## src/rtl/div_arbiter_pkg.sv

```systemverilog
// Shared types and constants for the divider arbiter slice.
// State encodings are fixed so other calculator units can decode them.
package div_arb_pkg;

    typedef enum logic [1:0] {
        IDLE     = 2'd0,
        LAUNCH   = 2'd1,
        WAIT_RDY = 2'd2,
        RELEASE  = 2'd3
    } arb_state_e;

    localparam int DEFAULT_BITS = 4;
    localparam int DEFAULT_NREQ = 2;

    // Keeps the pointer at least one bit wide.
    function automatic int ptrWidth(input int n);
        return (n <= 2) ? 1 : $clog2(n);
    endfunction

    localparam int DEFAULT_PTR_W = ptrWidth(DEFAULT_NREQ);

endpackage

```

## src/rtl/div_arbiter_if.sv

```systemverilog
// Requester-side and divider-side signals of the divider arbiter.
// slave is the arbiter's view; master is the view of everything around it.
interface div_arbiter_if
    import div_arb_pkg::*;
#(
    parameter int BITS = DEFAULT_BITS,
    parameter int NREQ = DEFAULT_NREQ
);
    logic [NREQ-1:0]      req;
    logic [NREQ*BITS-1:0] a_in;
    logic [NREQ*BITS-1:0] b_in;
    logic [NREQ-1:0]      gnt;
    logic [NREQ-1:0]      done;
    logic [BITS-1:0]      quot;
    logic [BITS-1:0]      rem;
    logic                 err;
    logic                 busy;
    logic                 div_start;
    logic [BITS-1:0]      div_a;
    logic [BITS-1:0]      div_b;
    logic [BITS-1:0]      div_q;
    logic [BITS-1:0]      div_r;
    logic                 div_err;
    logic                 div_ready;

    modport slave (
        input  req, a_in, b_in, div_q, div_r, div_err, div_ready,
        output gnt, done, quot, rem, err, busy, div_start, div_a, div_b
    );

    modport master (
        output req, a_in, b_in, div_q, div_r, div_err, div_ready,
        input  gnt, done, quot, rem, err, busy, div_start, div_a, div_b
    );

endinterface

```

## src/rtl/div_arbiter_rr_picker.sv

```systemverilog
// Combinational round-robin select: first set request strictly after ptr_i,
// wrapping around, so the last winner has the lowest priority.
module rr_picker #(
    parameter int NREQ  = 2,
    parameter int PTR_W = 1
) (
    input  logic [NREQ-1:0]  req_i,
    input  logic [PTR_W-1:0] ptr_i,
    output logic [NREQ-1:0]  oneHot_o,
    output logic [PTR_W-1:0] idx_o,
    output logic             any_o
);

    logic [PTR_W-1:0] cand;

    always_comb begin
        oneHot_o = '0;
        idx_o    = '0;
        any_o    = 1'b0;
        cand     = '0;
        for (int k = 1; k <= NREQ; k++) begin
            cand = PTR_W'((int'(ptr_i) + k) % NREQ);
            if (!any_o && req_i[cand]) begin
                any_o          = 1'b1;
                oneHot_o[cand] = 1'b1;
                idx_o          = cand;
            end
        end
    end

endmodule

```

## src/rtl/div_arbiter.sv

```systemverilog
// Round-robin sequencer sharing one iterative divider among NREQ requesters:
// grant, launch, wait for ready, hand back the result, release the divider.
module div_arbiter
    import div_arb_pkg::*;
#(
    parameter int BITS = DEFAULT_BITS,
    parameter int NREQ = DEFAULT_NREQ
) (
    input logic          clk,
    input logic          rst,
    div_arbiter_if.slave bus
);

    localparam int PTR_W = ptrWidth(NREQ);

    arb_state_e       state_q, state_d;
    logic [PTR_W-1:0] lastWinner_q, lastWinner_d;
    logic [PTR_W-1:0] winner_q, winner_d;
    logic [BITS-1:0]  opA_q, opA_d, opB_q, opB_d;
    logic [BITS-1:0]  quot_q, quot_d, rem_q, rem_d;
    logic             err_q, err_d;

    logic [NREQ-1:0]  pickOneHot;
    logic [PTR_W-1:0] pickIdx;
    logic             pickAny;

    rr_picker #(
        .NREQ  (NREQ),
        .PTR_W (PTR_W)
    ) u_picker (
        .req_i    (bus.req),
        .ptr_i    (lastWinner_q),
        .oneHot_o (pickOneHot),
        .idx_o    (pickIdx),
        .any_o    (pickAny)
    );

    always_ff @(posedge clk) begin
        if (rst) begin
            state_q <= IDLE;
        end else begin
            state_q <= state_d;
        end
    end

    always_comb begin
        state_d = state_q;
        unique case (state_q)
            IDLE:     if (pickAny) state_d = LAUNCH;
            LAUNCH:   state_d = WAIT_RDY;
            WAIT_RDY: if (bus.div_ready) state_d = RELEASE;
            RELEASE:  state_d = IDLE;
            default:  state_d = IDLE;
        endcase
    end

    // The divisor is forced to 1 outside an operation so a stale zero cannot
    // push the idle divider into its done state.
    always_comb begin
        bus.gnt       = '0;
        bus.done      = '0;
        bus.div_start = 1'b0;
        bus.div_b     = BITS'(1);
        unique case (state_q)
            IDLE:     bus.gnt = pickOneHot;
            LAUNCH: begin
                bus.div_start = 1'b1;
                bus.div_b     = opB_q;
            end
            WAIT_RDY: bus.div_b = opB_q;
            RELEASE: begin
                bus.done[winner_q] = 1'b1;
                bus.div_start      = 1'b1;
            end
            default: ;
        endcase
    end

    assign bus.busy  = (state_q != IDLE);
    assign bus.div_a = opA_q;
    assign bus.quot  = quot_q;
    assign bus.rem   = rem_q;
    assign bus.err   = err_q;

    always_comb begin
        lastWinner_d = lastWinner_q;
        winner_d     = winner_q;
        opA_d        = opA_q;
        opB_d        = opB_q;
        quot_d       = quot_q;
        rem_d        = rem_q;
        err_d        = err_q;
        if (state_q == IDLE && pickAny) begin
            winner_d = pickIdx;
            opA_d    = bus.a_in[int'(pickIdx)*BITS +: BITS];
            opB_d    = bus.b_in[int'(pickIdx)*BITS +: BITS];
        end
        if (state_q == WAIT_RDY && bus.div_ready) begin
            quot_d = bus.div_q;
            rem_d  = bus.div_r;
            err_d  = bus.div_err;
        end
        if (state_q == RELEASE) begin
            lastWinner_d = winner_q;
        end
    end

    // Pointer resets to the last requester so requester 0 is searched first.
    always_ff @(posedge clk) begin
        if (rst) begin
            lastWinner_q <= PTR_W'(NREQ - 1);
            winner_q     <= '0;
            opA_q        <= '0;
            opB_q        <= '0;
            quot_q       <= '0;
            rem_q        <= '0;
            err_q        <= 1'b0;
        end else begin
            lastWinner_q <= lastWinner_d;
            winner_q     <= winner_d;
            opA_q        <= opA_d;
            opB_q        <= opB_d;
            quot_q       <= quot_d;
            rem_q        <= rem_d;
            err_q        <= err_d;
        end
    end

endmodule

```

## src/flat_wrapper.sv

```systemverilog
// flat-port wrapper written by rule: the top's interface ports become plain ports
module div_arbiter_flat import div_arb_pkg::*;
#(
    parameter int BITS = DEFAULT_BITS,
    parameter int NREQ = DEFAULT_NREQ
)
  (clk, rst, bus_req, bus_a_in, bus_b_in, bus_div_q, bus_div_r, bus_div_err, bus_div_ready, bus_gnt, bus_done, bus_quot, bus_rem, bus_err, bus_busy, bus_div_start, bus_div_a, bus_div_b);
  div_arbiter_if #(.BITS(BITS), .NREQ(NREQ)) bus_i ();
  input logic clk;
  input logic rst;
  input wire logic [$bits(bus_i.req)-1:0] bus_req;
  input wire logic [$bits(bus_i.a_in)-1:0] bus_a_in;
  input wire logic [$bits(bus_i.b_in)-1:0] bus_b_in;
  input wire logic [$bits(bus_i.div_q)-1:0] bus_div_q;
  input wire logic [$bits(bus_i.div_r)-1:0] bus_div_r;
  input wire logic [$bits(bus_i.div_err)-1:0] bus_div_err;
  input wire logic [$bits(bus_i.div_ready)-1:0] bus_div_ready;
  output wire logic [$bits(bus_i.gnt)-1:0] bus_gnt;
  output wire logic [$bits(bus_i.done)-1:0] bus_done;
  output wire logic [$bits(bus_i.quot)-1:0] bus_quot;
  output wire logic [$bits(bus_i.rem)-1:0] bus_rem;
  output wire logic [$bits(bus_i.err)-1:0] bus_err;
  output wire logic [$bits(bus_i.busy)-1:0] bus_busy;
  output wire logic [$bits(bus_i.div_start)-1:0] bus_div_start;
  output wire logic [$bits(bus_i.div_a)-1:0] bus_div_a;
  output wire logic [$bits(bus_i.div_b)-1:0] bus_div_b;
  assign bus_i.req = bus_req;
  assign bus_i.a_in = bus_a_in;
  assign bus_i.b_in = bus_b_in;
  assign bus_i.div_q = bus_div_q;
  assign bus_i.div_r = bus_div_r;
  assign bus_i.div_err = bus_div_err;
  assign bus_i.div_ready = bus_div_ready;
  assign bus_gnt = bus_i.gnt;
  assign bus_done = bus_i.done;
  assign bus_quot = bus_i.quot;
  assign bus_rem = bus_i.rem;
  assign bus_err = bus_i.err;
  assign bus_busy = bus_i.busy;
  assign bus_div_start = bus_i.div_start;
  assign bus_div_a = bus_i.div_a;
  assign bus_div_b = bus_i.div_b;
  div_arbiter #(.BITS(BITS), .NREQ(NREQ)) u_core (.clk(clk), .rst(rst), .bus(bus_i));
endmodule
```

## config.mk

```make
export PLATFORM = sky130hd
export DESIGN_NAME = div_arbiter_flat
export DESIGN_NICKNAME = d
export VERILOG_FILES = /design/src/rtl/div_arbiter_pkg.sv /design/src/rtl/div_arbiter_if.sv /design/src/rtl/div_arbiter_rr_picker.sv /design/src/rtl/div_arbiter.sv /design/src/flat_wrapper.sv
export SDC_FILE = /design/constraint.sdc
export NUM_CORES = 1
export LEC_CHECK = 0
export ABC_AREA = 1
export CAP_MARGIN = 20
export CORE_ASPECT_RATIO = 1.25
export CORE_MARGIN = 2
export CORE_UTILIZATION = 40
export DETAILED_ROUTE_END_ITERATION = 12
export DONT_BUFFER_PORTS = 1
export PLACE_DENSITY = 0.53
export SYNTH_ARGS = -nofsm -noshare
export SYNTH_HDL_FRONTEND = slang
export SYNTH_HIERARCHICAL = 1
export SYNTH_SLANG_ARGS = --single-unit
```

## constraint.sdc

```tcl
create_clock -name clk -period 2.45 [get_ports clk]
set_input_delay 0.49 -clock clk [delete_from_list [all_inputs] [get_ports clk]]
set_output_delay 0.49 -clock clk [all_outputs]
set_load 0.05 [all_outputs]
```

==> results.txt <==
fresh numbers from the pnr run: status=completed, vias in the first global route=845, worst r2r src=u_core/state_q[0]$_SDFFE_PP0P_, combinational power share=45.6%, setup slack after layout=408 ps, Pwr top=combinational logic, first-pass GRT wire length=3460 um, Residual DRC=0, post-synthesis chip area from yosys=0.00107 mm^2, post-layout util=45.6%, CP startpoint=u_core/state_q[1]$_SDFFE_PP0P_, layout cell share with drive strength beyond 1=7.32%, Worst Path Required=1960 ps, FMAX=0.490 GHz, Hold Vio Cnt, Final=0, CP max stage delay=430 ps, Comb area=482 um^2, CP arrival=1550 ps, Least-Margin Pin Slew=519 ps, final setup fails=0, Total GRT Usage=14.9%, area delta synth->final=5.61%, Placement Setup Slack=728 ps
## worst register-to-register path: cells and delay by family, from the launching register on
family,cells,cell delay [ps]
fa+ha+maj,1,260
buf+inv,2,340
flops,1,410
simple gates,3,350
## cell type report
class	count	share of cell area (%)
Multi-Input combinational cell	100	42.6
Sequential cell	21	37.2
Inverter	37	12.7
Tap cell	33	3.65
Clock buffer	3	1.99
Timing Repair Buffer	2	1.33
Clock inverter	1	0.443
## cell families (layout without fill, tap and decap cells)
logic type,after synthesis,count (layout)
AOI/OAI and AO/OA,25,25
adders and majority gates,5,5
buffers and inverters,40,43
DFF,21,21
and+or+nand+nor,70,70
## cell usage after synthesis
library cell,n,share of area [%]
o21ai_1,4,1.9
or2_2,1,0.59
nor2_1,22,7.7
o21ai_0,7,3.3
a21oi_1,13,6.1
buf_4,1,0.70
nand2_1,36,13
clkinv_4,1,0.82
buf_6,1,1.1
inv_1,33,12
nand2_4,2,2.1
dfxtp_1,21,39
ha_1,5,5.8
clkinv_1,1,0.35
nand3_1,9,4.2
o211ai_1,1,0.70
inv_2,2,0.70
buf_2,1,0.47
## per-layer routing
| layer | global-route usage [%] | part of all wire, % | vias to the layer above |
|---|---|---|---|
| met5 | 0 | 0 | - |
| met4 | 7.14 | 1.2 | 0 |
| met3 | 4.78 | 9.0 | 4 |
| met2 | 29.7 | 53 | 36 |
| met1 | 13.6 | 37 | 404 |
| li1 | - | - | 487 |
## metrics by stage
| step | instance area, um^2 | hold slack (ps) | power, mW | instances |
|---|---|---|---|---|
| global route | 1130 | 279 | 1.73 | 197 |
| global placement | 1100 | 502 | 1.44 | 193 |
| finish | 1130 | 303 | 1.61 | 197 |
| CTS | 1130 | 293 | 1.63 | 197 |
| floorplan | 1070 | 475 | 1.35 | 161 |
| detailed placement | 1100 | 513 | 1.46 | 193 |
==> images/floorplan.png <==
Scale bar: 20 um. Pins as bars on the die edge.
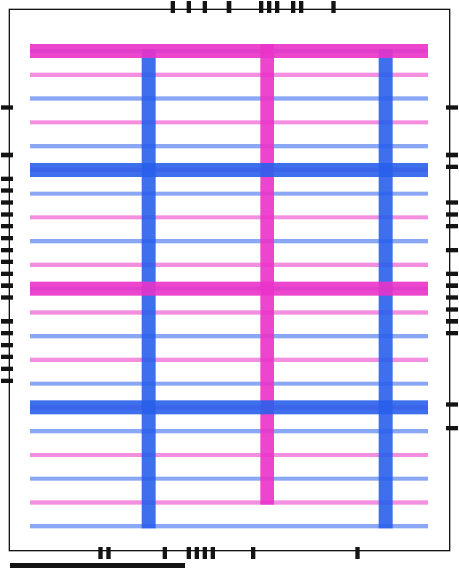
[VSS] blue
[VDD] magenta
met5 straps: 4
met1 rails: 21
met4 straps: 3

==> images/class_map.png <==
Scale bar: 20 um.
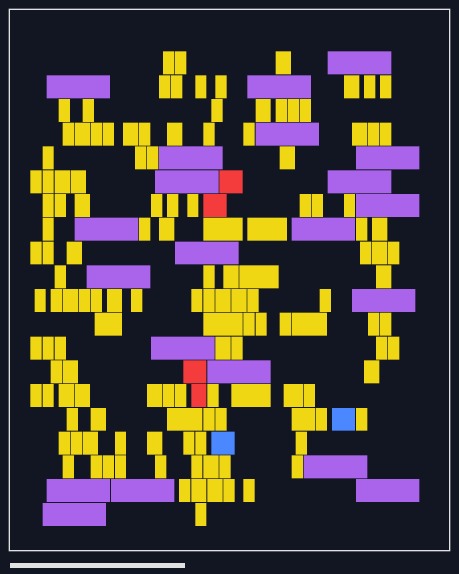
[remaining logic cells] yellow | cells: 137
[clock drivers and dummy loads] red | cells: 4
[registers] purple | cells: 21
[remaining buffers and delay cells] blue | cells: 2

==> images/clock_wires.png <==
Scale bar: 20 um.
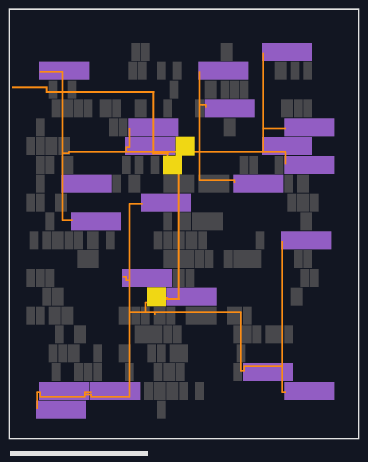
[clock-net drivers] yellow | count: 3
[flip-flops] purple | count: 21
[clock wires] orange | length: 270 um
routed clock nets: 4
flops lie: spread over the die
Clock Latency Late Sink: 300 ps
skew final: 1.39 ps
Clk power: 0.171 mW
Clk network pwr share: 10.6%

No activity file was given, so power comes from the tool's default toggle rates.
